Fig. 1: run 1, wires at chosen ports, followed through buffers
Scale bar: 50 um.
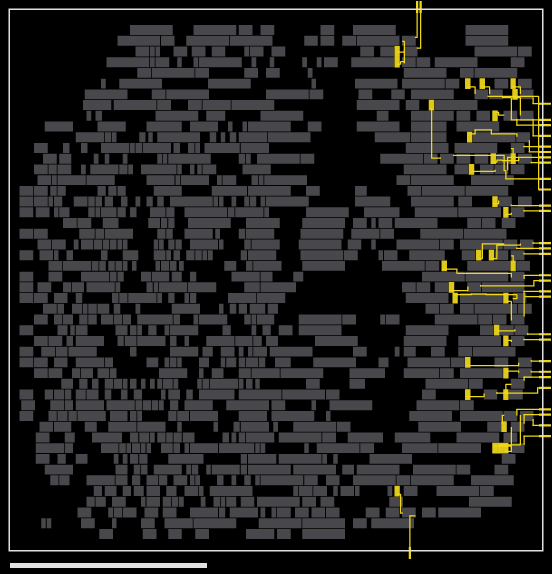
Fig. 2: run 1, sequential cells coloured by netlist name
Scale bar: 50 um.
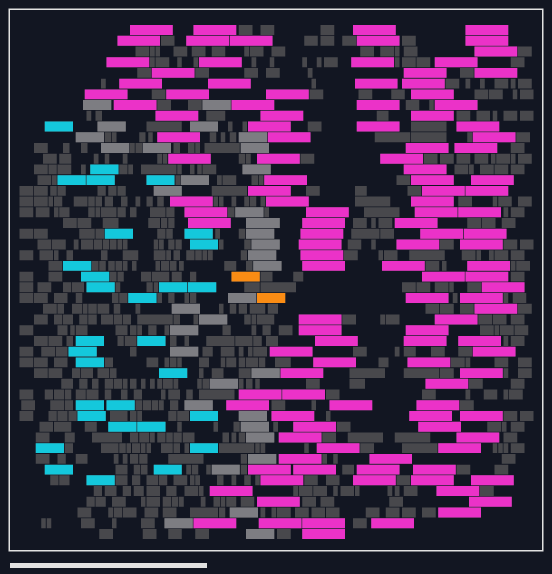
Fig. 3: run 1, wiring by layer
Two of the layers only.
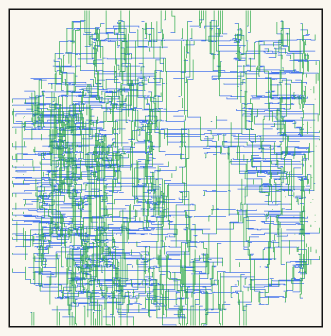
**src/rtl/fetch_pkg.sv**
```systemverilog
// Shared constants and types for the instruction-fetch front end.
package fetch_pkg;
  localparam int ILEN    = 32;
  localparam int PC_STEP = 4;

  typedef logic [ILEN-1:0] instr_t;
endpackage

```
**src/rtl/fetch_fifo.sv**
```systemverilog
// Small synchronous FIFO with flush; the head is read combinationally and reads as zero when empty.
module fetch_fifo #(
  parameter int DEPTH = 2,
  parameter int WIDTH = 8
) (
  input  logic                   clk_i,
  input  logic                   rst_i,
  input  logic                   flush_i,
  input  logic                   push_i,
  input  logic [WIDTH-1:0]       wdata_i,
  input  logic                   pop_i,
  output logic [WIDTH-1:0]       rdata_o,
  output logic [$clog2(DEPTH):0] count_o
);
  localparam int AW = $clog2(DEPTH);

  logic [WIDTH-1:0] r_mem [DEPTH];
  logic [AW-1:0]    r_wr_ptr;
  logic [AW-1:0]    r_rd_ptr;
  logic [AW:0]      r_count;
  logic             w_do_push;
  logic             w_do_pop;

  // Flush beats push so a response landing in the redirect cycle is dropped.
  assign w_do_push = push_i && !flush_i;
  assign w_do_pop  = pop_i && (r_count != '0) && !flush_i;

  always_ff @(posedge clk_i) begin
    if (rst_i || flush_i) begin
      r_wr_ptr <= '0;
      r_rd_ptr <= '0;
      r_count  <= '0;
    end else begin
      if (w_do_push) r_wr_ptr <= r_wr_ptr + AW'(1);
      if (w_do_pop)  r_rd_ptr <= r_rd_ptr + AW'(1);
      case ({w_do_push, w_do_pop})
        2'b10:   r_count <= r_count + (AW+1)'(1);
        2'b01:   r_count <= r_count - (AW+1)'(1);
        default: ;
      endcase
    end
  end

  always_ff @(posedge clk_i) begin
    if (w_do_push) r_mem[r_wr_ptr] <= wdata_i;
  end

  assign rdata_o = (r_count != '0) ? r_mem[r_rd_ptr] : '0;
  assign count_o = r_count;
endmodule

```
**src/rtl/fetch_unit.sv**
```systemverilog
// Instruction-fetch front end: PC sequencing, credit-limited requests to a 1-cycle memory,
// and a small buffer presenting {pc, instr} to decode with redirect/flush.
module fetch_unit
  import fetch_pkg::*;
#(
  parameter int               XLEN       = 32,
  parameter logic [XLEN-1:0]  RESET_PC   = '0,
  parameter int               FIFO_DEPTH = 2
) (
  input  logic             clk_i,
  input  logic             rst_i,
  input  logic             redirect_i,
  input  logic [XLEN-1:0]  redirect_pc_i,
  output logic             imem_req_o,
  output logic [XLEN-1:0]  imem_addr_o,
  input  logic [ILEN-1:0]  imem_rdata_i,
  output logic             fetch_valid_o,
  output logic [XLEN-1:0]  fetch_pc_o,
  output logic [ILEN-1:0]  fetch_instr_o,
  input  logic             fetch_ready_i
);
  typedef struct packed {
    logic [XLEN-1:0] pc;
    instr_t          instr;
  } fetch_entry_t;

  localparam int CW = $clog2(FIFO_DEPTH) + 1;

  logic [XLEN-1:0] r_pc;
  logic [XLEN-1:0] r_req_pc;
  logic            r_inflight;
  logic [CW-1:0]   w_count;
  logic [CW:0]     w_used;
  logic            w_pop;
  logic            w_issue;
  fetch_entry_t    w_head;
  fetch_entry_t    w_wdata;

  assign fetch_valid_o = (w_count != '0) && !redirect_i;
  assign w_pop         = fetch_valid_o && fetch_ready_i;

  // Slots committed = buffered + in flight, minus the entry leaving this cycle.
  assign w_used  = {1'b0, w_count} + {{CW{1'b0}}, r_inflight} - {{CW{1'b0}}, w_pop};
  assign w_issue = !rst_i && !redirect_i && (w_used < (CW+1)'(FIFO_DEPTH));

  assign imem_req_o  = w_issue;
  assign imem_addr_o = r_pc;

  always_ff @(posedge clk_i) begin
    if (rst_i) begin
      r_pc       <= RESET_PC;
      r_req_pc   <= '0;
      r_inflight <= 1'b0;
    end else begin
      r_inflight <= w_issue;
      if (w_issue) r_req_pc <= r_pc;
      if (redirect_i)
        r_pc <= redirect_pc_i & ~XLEN'(3);
      else if (w_issue)
        r_pc <= r_pc + XLEN'(PC_STEP);
    end
  end

  assign w_wdata = '{pc: r_req_pc, instr: imem_rdata_i};

  fetch_fifo #(
    .DEPTH (FIFO_DEPTH),
    .WIDTH ($bits(fetch_entry_t))
  ) u_fifo (
    .clk_i   (clk_i),
    .rst_i   (rst_i),
    .flush_i (redirect_i),
    .push_i  (r_inflight),
    .wdata_i (w_wdata),
    .pop_i   (w_pop),
    .rdata_o (w_head),
    .count_o (w_count)
  );

  assign fetch_pc_o    = w_head.pc;
  assign fetch_instr_o = w_head.instr;
endmodule

```
**config.mk**
```make
export PLATFORM = sky130hd
export DESIGN_NAME = fetch_unit
export DESIGN_NICKNAME = d
export VERILOG_FILES = /design/src/rtl/fetch_pkg.sv /design/src/rtl/fetch_fifo.sv /design/src/rtl/fetch_unit.sv
export SDC_FILE = /design/constraint.sdc
export NUM_CORES = 1
export LEC_CHECK = 0
export CORE_AREA = 2 2 133 135
export DETAILED_ROUTE_END_ITERATION = 7
export DIE_AREA = 0 0 135 137
export GPL_TIMING_DRIVEN = 1
export PLACE_DENSITY = 0.7
export SETUP_SLACK_MARGIN = 0.02
export SLEW_MARGIN = 20
export SYNTH_ARGS = -nofsm -noshare
export SYNTH_HDL_FRONTEND = slang
export SYNTH_SLANG_ARGS = --single-unit
```
**constraint.sdc**
```tcl
create_clock -name clk_i -period 11 [get_ports clk_i]
set_input_delay 3.3 -clock clk_i [delete_from_list [all_inputs] [get_ports clk_i]]
set_output_delay 3.3 -clock clk_i [all_outputs]
set_load 0.1 [all_outputs]
```
==> run summary, run 1 <==
run results: run status complete, no violations, registers approximately 190, ys flops 190, area grow syn2layout 30.65%, Layout Nets around 880, Tapcell Cnt 225, die width 135 um, max reg flops 124, Synth Area in Simple Gates 14.33%, setup_tns 0 ps, RSZ-0062 raised after global routing false, Synth top cell by count edfxtp_1, Vias/cell 5.250, hold endpoint u_fifo.r_mem[0][38]$_DFFE_PP_, Multiplexer share 8.625%, syn_area_per_cell 11.76 um2, # rows approximately 48, CP max FO 3, Ys Warns 0, Cell Chain, Critical Path clkdlybuf4s50_1 > and2_1 > ha_1 > nand2b_1 > fa_1 > xnor2_1 > nand3_2 > inv_2 > buf_12, Internal Power 1.176 mW, synth unique cells about 50, Top logic family simple AND/OR/NAND/NOR gates, final global-route overflow total 0, dpl cells around 1k, WL met3 1.258 mm, minimum clock period 8554 ps, ANT cells 0, Slew HR 31.30%, CTS max path bufs 2, Max Transition Viols Final 0, post-detail-place hpwl around 11 mm, Synth Cell Area approximately 0.0078 mm2, Synth Area in XOR/XNOR about 1.8%, Post-synth ARST share 0%, worst vdd ir 0.1201 mV, total power 1.599 mW, Top reg by flops u_fifo.r_mem, CTS Buf Count 17, Worst Reg-to-Reg Cells 13, inverters 9, Combinational Power Share ~12%, Worst Slack Setup Final ~2400 ps, startpoint types primary input, routed length on met2 8.105 mm, first-pass GRT wire length 27.44 mm, top area contributor share 47.53%, setup violators final 0, CTS Root Cell clkbuf_16, fin area 0.01023 mm2, Top delay family on crit path buffers and inverters, Adder-Cell Fraction of Synth Area 0.7347%, most frequent logic cells in the routed design clkdlybuf4s50_1, edfxtp_1, nand2_1, nor2_1, dfxtp_1, crit path DAT 5250 ps, Buffers excl. clock 167, met1 usage about a quarter, Slew @ Worst Pin 1027 ps, core area roughly 0.017 mm2, Final non-clock buffer share around 16%, Reg-to-Reg End imem_addr_o[12]$_SDFFE_PP0P_, highest clock rate approximately 120 MHz, main flop type edfxtp_1, Reg power frac 49.9%, post-layout period usage about 78%, H-tree depth 4, vias in the first global route 5388, Seq share, synth between 60% and 70%, met2 global-route usage 30.17%, dpl ws around 2400 ps, Placed Instance Area 0.009612 mm2, Pleak 3.330 nW, Yosys Instances 666, initial DRC count around 360, full die area 0.01850 mm2, Yosys Chip Area between 0.007 and 0.008 mm2, Pwr top sequential cells, clock-cell share of area 5.892%, synth top area cells edfxtp_1, dfxtp_1, mux2i_1, final hold vios 0, Critical Path End Type output pin, share of cells above drive strength 1 7.030%, CP max-delay cell clkdlybuf4s50_1, hold path depth 0, crit path to imem_req_o, post-synthesis instance total 666, # Max-Cap Violations 0, final hold slack 453.7 ps, Worst Hold Launch r_req_pc[6]$_SDFFE_PP0P_, clk sink count between 150 and 200, kind of critical path primary input to output pin, Power Clock roughly 0.61 mW, filler cell count 1411, cts hold-fix bufs 0, class of the worst hold path flop to flop, Post-CTS Setup Bufs 0, Post-synth top cells edfxtp_1, nand2_1, nor2_1, dfxtp_1, mux2i_1, worst path bufs/invs 3, Largest cell class sequential cells, DRC 0, WL final 17.30 mm, Post-synth EDFFs 124, R2R Setup Slk 7180 ps, WP depth 9, Final Instance Count excl. Fillers 1050, crit path DRT 7700 ps, Comb. pwr between 0.15 and 0.2 mW, initial antenna violation count 0, grt met3 use 4.444%, GRT busiest layer met2, power density over the cells roughly 160 mW/mm2, P_sw 0.4223 mW, Complex Gates by Area 7.219%, Clk pwr share 38.0%, Comb gate area 0.002604 mm2, Comb gates 427, clock buffer count 21, largest net degree at the start of global routing around 64, Setup crit start fetch_ready_i, FP Core Util 45.93%, Die H 137 um, Late-Pin Clk Latency 420 ps, most numerous logic cell after layout clkdlybuf4s50_1, worst r2r src u_fifo.count_o[1]$_SDFFE_PN0P_, multi-input gate share of total cell area 25.44%, top sig layer met4, switching share of power 26.41%, Synth area leader edfxtp_1, Final Skew 9.467 ps, CTS tree yes
Notes on Fig. 1 above:
fetch_instr_o: marked yellow, bits 32, direction output, end cells 32, buffers 32, wire 491 um.
Ports: 166
input/output buffers: 159

Notes on Fig. 2 above:
u_fifo.count_o: marked orange, sequential cells 2. u_fifo.r_mem: marked magenta, sequential cells 124. imem_addr_o: marked cyan, sequential cells 30.
Seq/total area: 49.33%
final core occ: 60.01%
FF/Latch Area: 0.005049 mm2
Seq group: 0.797 mW

Notes on Fig. 3 above:
met2: marked green, wire length 8110 um. met1: marked blue, wire length 7700 um.
Vias: 5513
DR WL/cell: 16.47 um
GRT Overall Usage: 18.98%

==> run 2: changes to the inputs <==
--- a/config.mk
+++ b/config.mk
@@ -5,11 +5,11 @@
 export SDC_FILE = /design/constraint.sdc
 export NUM_CORES = 1
 export LEC_CHECK = 0
-export CORE_AREA = 2 2 133 135
+export CORE_AREA = 2 2 134 136
 export DETAILED_ROUTE_END_ITERATION = 7
-export DIE_AREA = 0 0 135 137
+export DIE_AREA = 0 0 136 138
 export GPL_TIMING_DRIVEN = 1
-export PLACE_DENSITY = 0.7
+export PLACE_DENSITY = 0.72
 export SETUP_SLACK_MARGIN = 0.02
 export SLEW_MARGIN = 20
 export SYNTH_ARGS = -nofsm -noshare
==> constraint.sdc (replaced) <==
create_clock -name clk_i -period 7.6 [get_ports clk_i]
set_input_delay 2.28 -clock clk_i [delete_from_list [all_inputs] [get_ports clk_i]]
set_output_delay 2.28 -clock clk_i [all_outputs]
set_load 0.1 [all_outputs]
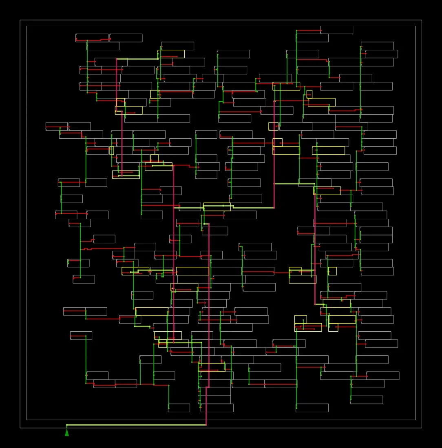
Fig. 4. The clock network (run 2).
clock buffer count: 17
Final Skew: 6.546 ps
clk sink count: 190
CTS Buf Count: 17
registers: 190

==> run summary, run 2 <==
run results: max reg flops 124 (unchanged), Synth top cell by count edfxtp_1, final hold slack 455.9 ps (+2.252 ps), Yosys Chip Area 0.007834 mm2 (unchanged), top sig layer met4, Pwr top sequential cells, CTS tree yes, Placed Instance Area 0.009622 mm2 (+0.10%), Post-synth ARST share 0% (unchanged), grt met3 use 3.960% (-0.48 points), final global-route overflow total 0 (unchanged), highest clock rate 151.6 MHz, Worst Slack Setup Final 1004 ps (-1442 ps), Comb gate area 0.002611 mm2 (+0.29%), FF/Latch Area 0.005049 mm2 (unchanged), Cell Chain, Critical Path clkdlybuf4s50_1 > and2_1 > ha_1 > nand2b_1 > fa_1 > xnor2_1 > nand3_2 > inv_2 > buf_12, CP max-delay cell clkdlybuf4s50_1, syn_area_per_cell 11.76 um2 (unchanged), most numerous logic cell after layout clkdlybuf4s50_1, Comb gates 427 (unchanged), setup violators final 0 (unchanged), routed length on met2 8.670 mm (+7.0%), WL final 17.63 mm (+1.9%), RSZ-0062 raised after global routing false, Clk pwr share 38.8% (+0.8 points), Reg power frac 49.2% (-0.7 points), Ys Warns 0 (unchanged), run status complete, no violations, startpoint types primary input, H-tree depth 4 (unchanged), power density over the cells 229.2 mW/mm2 (+47%), cts hold-fix bufs 0 (unchanged), Late-Pin Clk Latency 430 ps (about the same), filler cell count 1443 (+2.3%), final hold vios 0 (unchanged), Post-synth top cells edfxtp_1, nand2_1, nor2_1, dfxtp_1, mux2i_1, Worst Hold Launch r_req_pc[7]$_SDFFE_PP0P_, setup_tns 0 ps (unchanged), Power Clock 0.909 mW (+50%), ANT cells 0 (unchanged), vias in the first global route 5395 (+0.13%), Synth Area in XOR/XNOR 1.789% (unchanged), Seq share, synth 64.40% (unchanged), # Max-Cap Violations 0 (unchanged), Synth Area in Simple Gates 14.33% (unchanged), Worst Reg-to-Reg Cells 13 (unchanged), Vias/cell 5.296 (+0.87%), full die area 0.01877 mm2 (+1.5%), inverters 9 (unchanged), Tapcell Cnt 229 (+1.8%), Final Instance Count excl. Fillers 1053 (+0.29%), Multiplexer share 8.625% (unchanged), synth top area cells edfxtp_1, dfxtp_1, mux2i_1, first-pass GRT wire length 27.47 mm (about the same), area grow syn2layout 30.63% (about the same), most frequent logic cells in the routed design clkdlybuf4s50_1, edfxtp_1, nand2_1, nor2_1, dfxtp_1, # rows 49 (+2.1%), top area contributor share 47.53% (unchanged), worst path bufs/invs 3 (unchanged), post-detail-place hpwl 11.49 mm (+1.9%), DRC 0 (unchanged), R2R Setup Slk 3960 ps (-3220 ps), crit path DRT 5320 ps (-2380 ps), fin area 0.01023 mm2 (about the same), WL met3 1.283 mm (+2.0%), total power 2.345 mW (+47%), Synth area leader edfxtp_1, Buffers excl. clock 166 (-0.60%), Internal Power 1.732 mW (+47%), share of cells above drive strength 1 7.160% (+0.13 points), largest net degree at the start of global routing 63 (-1.6%), minimum clock period 6596 ps, Top reg by flops u_fifo.r_mem, Layout Nets 883 (-0.11%), initial DRC count 405 (+12%), dpl cells 1021 (+0.39%), GRT busiest layer met2, Synth Cell Area 0.007834 mm2 (unchanged), Adder-Cell Fraction of Synth Area 0.7347% (unchanged), Top logic family simple AND/OR/NAND/NOR gates, CTS max path bufs 2 (unchanged), Top delay family on crit path buffers and inverters, CP max FO 3 (unchanged)
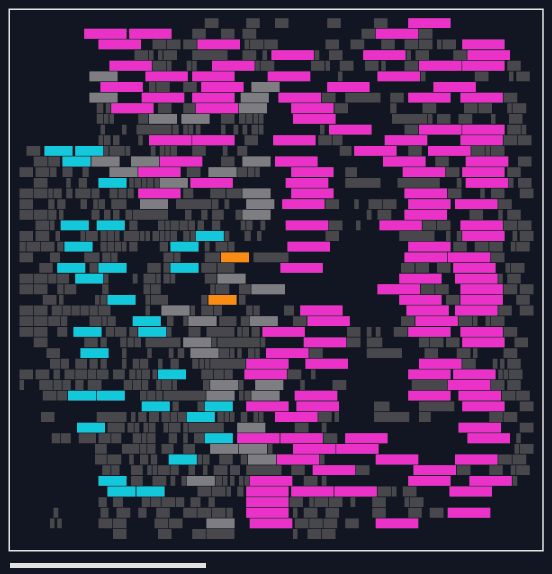
Fig. 5. Sequential cells coloured by netlist name (run 2).
Scale bar: 50 um.
u_fifo.r_mem: marked magenta, sequential cells 124. imem_addr_o: marked cyan, sequential cells 30. u_fifo.count_o: marked orange, sequential cells 2.
Another 34 sequential cells are not coloured.
Seq group: 1.15 mW
final core occ: 58.36%
Seq/total area: 49.33%

==> run 3: changes to the inputs <==
--- a/config.mk
+++ b/config.mk
@@ -11,7 +11,6 @@
 export GPL_TIMING_DRIVEN = 1
 export PLACE_DENSITY = 0.72
 export SETUP_SLACK_MARGIN = 0.02
-export SLEW_MARGIN = 20
 export SYNTH_ARGS = -nofsm -noshare
 export SYNTH_HDL_FRONTEND = slang
 export SYNTH_SLANG_ARGS = --single-unit
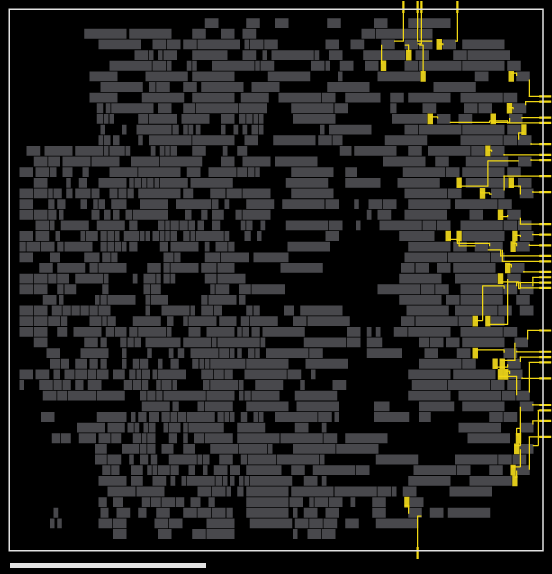
Fig. 6. Wires at chosen ports, followed through buffers (run 3).
Scale bar: 50 um.

==> run summary, run 3 <==
run results: run status complete, no violations, CTS tree yes, R2R Setup Slk 3960 ps (about the same), fin area 0.01023 mm2 (unchanged), Post-synth ARST share 0% (unchanged), worst path bufs/invs 3 (unchanged), post-detail-place hpwl 11.49 mm (unchanged), Comb gate area 0.002611 mm2 (unchanged), Worst Reg-to-Reg Cells 13 (unchanged), share of cells above drive strength 1 7.160% (unchanged), GRT busiest layer met2, Vias/cell 5.296 (unchanged), OpenROAD warnings 28, Final Skew 6.546 ps (unchanged), power density over the cells 229.2 mW/mm2 (unchanged), top sig layer met4, Worst Hold Launch r_req_pc[7]$_SDFFE_PP0P_, DR WL/cell 16.74 um, drt pass-1 iters 5, startpoint types primary input, final hold vios 0 (unchanged), Yosys Chip Area 0.007834 mm2 (unchanged), # rows 49 (unchanged), CTS max path bufs 2 (unchanged), Synth top cell by count edfxtp_1, Setup crit start fetch_ready_i, syn_area_per_cell 11.76 um2 (unchanged), met1 usage between 20% and 30%, Vias approximately 5.6k, Final Instance Count excl. Fillers 1053 (unchanged), FF/Latch Area 0.005049 mm2 (unchanged), final hold slack 455.9 ps (unchanged), Internal Power 1.732 mW (unchanged), # Max-Cap Violations 0 (unchanged), Top reg by flops u_fifo.r_mem, inverters 9 (unchanged), vias in the first global route 5395 (unchanged), Top delay family on crit path buffers and inverters, Synth area leader edfxtp_1, most frequent logic cells in the routed design clkdlybuf4s50_1, edfxtp_1, nand2_1, nor2_1, dfxtp_1, Reg power frac 49.2% (about the same), routed length on met2 8.670 mm (unchanged), crit path DRT 5320 ps (about the same), Seq group 1.15 mW (about the same), clock-pin slew on the worst setup and hold paths 70 ps, Seq share, synth 64.40% (unchanged), post_cts resized 0, minimum clock period 6596 ps (unchanged), CP max FO 3 (unchanged), Ys Warns 0 (unchanged), Seq/total area 49.33% (unchanged), full die area 0.01877 mm2 (unchanged), Top logic family simple AND/OR/NAND/NOR gates, Final Wtd Congestion 0.8283, most numerous logic cell after layout clkdlybuf4s50_1, largest net degree at the start of global routing 63 (unchanged), main flop type edfxtp_1, Final non-clock buffer share between 15 and 20%, Yosys Instances 666, Synth Area in Simple Gates 14.33% (unchanged), WL met3 1.283 mm (unchanged), Adder-Cell Fraction of Synth Area 0.7347% (unchanged), ANT cells 0 (unchanged), Comb gates 427 (unchanged), Tapcell Cnt 229 (unchanged), clock buffer count 17 (unchanged), top area contributor share 47.53% (unchanged), Buffers excl. clock 166 (unchanged), Synth Area in XOR/XNOR 1.789% (unchanged), dpl cells 1021 (unchanged), Placed Instance Area 0.009622 mm2 (unchanged), final core occ 58.36% (unchanged), synth top area cells edfxtp_1, dfxtp_1, mux2i_1, cts hold-fix bufs 0 (unchanged), grt met3 use 3.960% (unchanged), Pwr top sequential cells, Cell Chain, Critical Path clkdlybuf4s50_1 > and2_1 > ha_1 > nand2b_1 > fa_1 > xnor2_1 > nand3_2 > inv_2 > buf_12, Layout Nets 883 (unchanged), setup violators final 0 (unchanged), initial DRC count 405 (unchanged), H-tree depth 4 (unchanged), setup_tns 0 ps (unchanged), Multiplexer share 8.625% (unchanged), Power Clock 0.909 mW (about the same), Post-synth top cells edfxtp_1, nand2_1, nor2_1, dfxtp_1, mux2i_1, max reg flops 124 (unchanged), CTS Buf Count 17 (unchanged), filler cell count 1443 (unchanged), first-pass GRT wire length 27.47 mm (unchanged), Worst Slack Setup Final 1004 ps (unchanged), RSZ-0062 raised after global routing false, CP max-delay cell clkdlybuf4s50_1, highest clock rate 151.6 MHz (unchanged), area grow syn2layout 30.63% (unchanged), final global-route overflow total 0 (unchanged), registers 190 (unchanged), Largest cell class sequential cells, Synth Cell Area 0.007834 mm2 (unchanged), post-synthesis instance total 666, total power 2.345 mW (unchanged), Late-Pin Clk Latency 430 ps (about the same), Clk pwr share 38.8% (about the same), DRC 0 (unchanged), Slew @ Worst Pin 1084 ps, clk sink count 190 (unchanged)
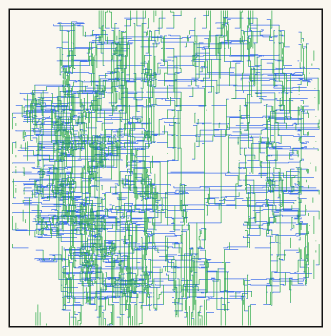
Fig. 7. Wiring by layer (run 3).
Two of the layers only.
met2: marked green, wire length 8670 um. met1: marked blue, wire length 7320 um.
WL final: 17.63 mm
GRT Overall Usage: 18.77%

Power figures rest on the tool's default switching activity, not on a simulated workload.
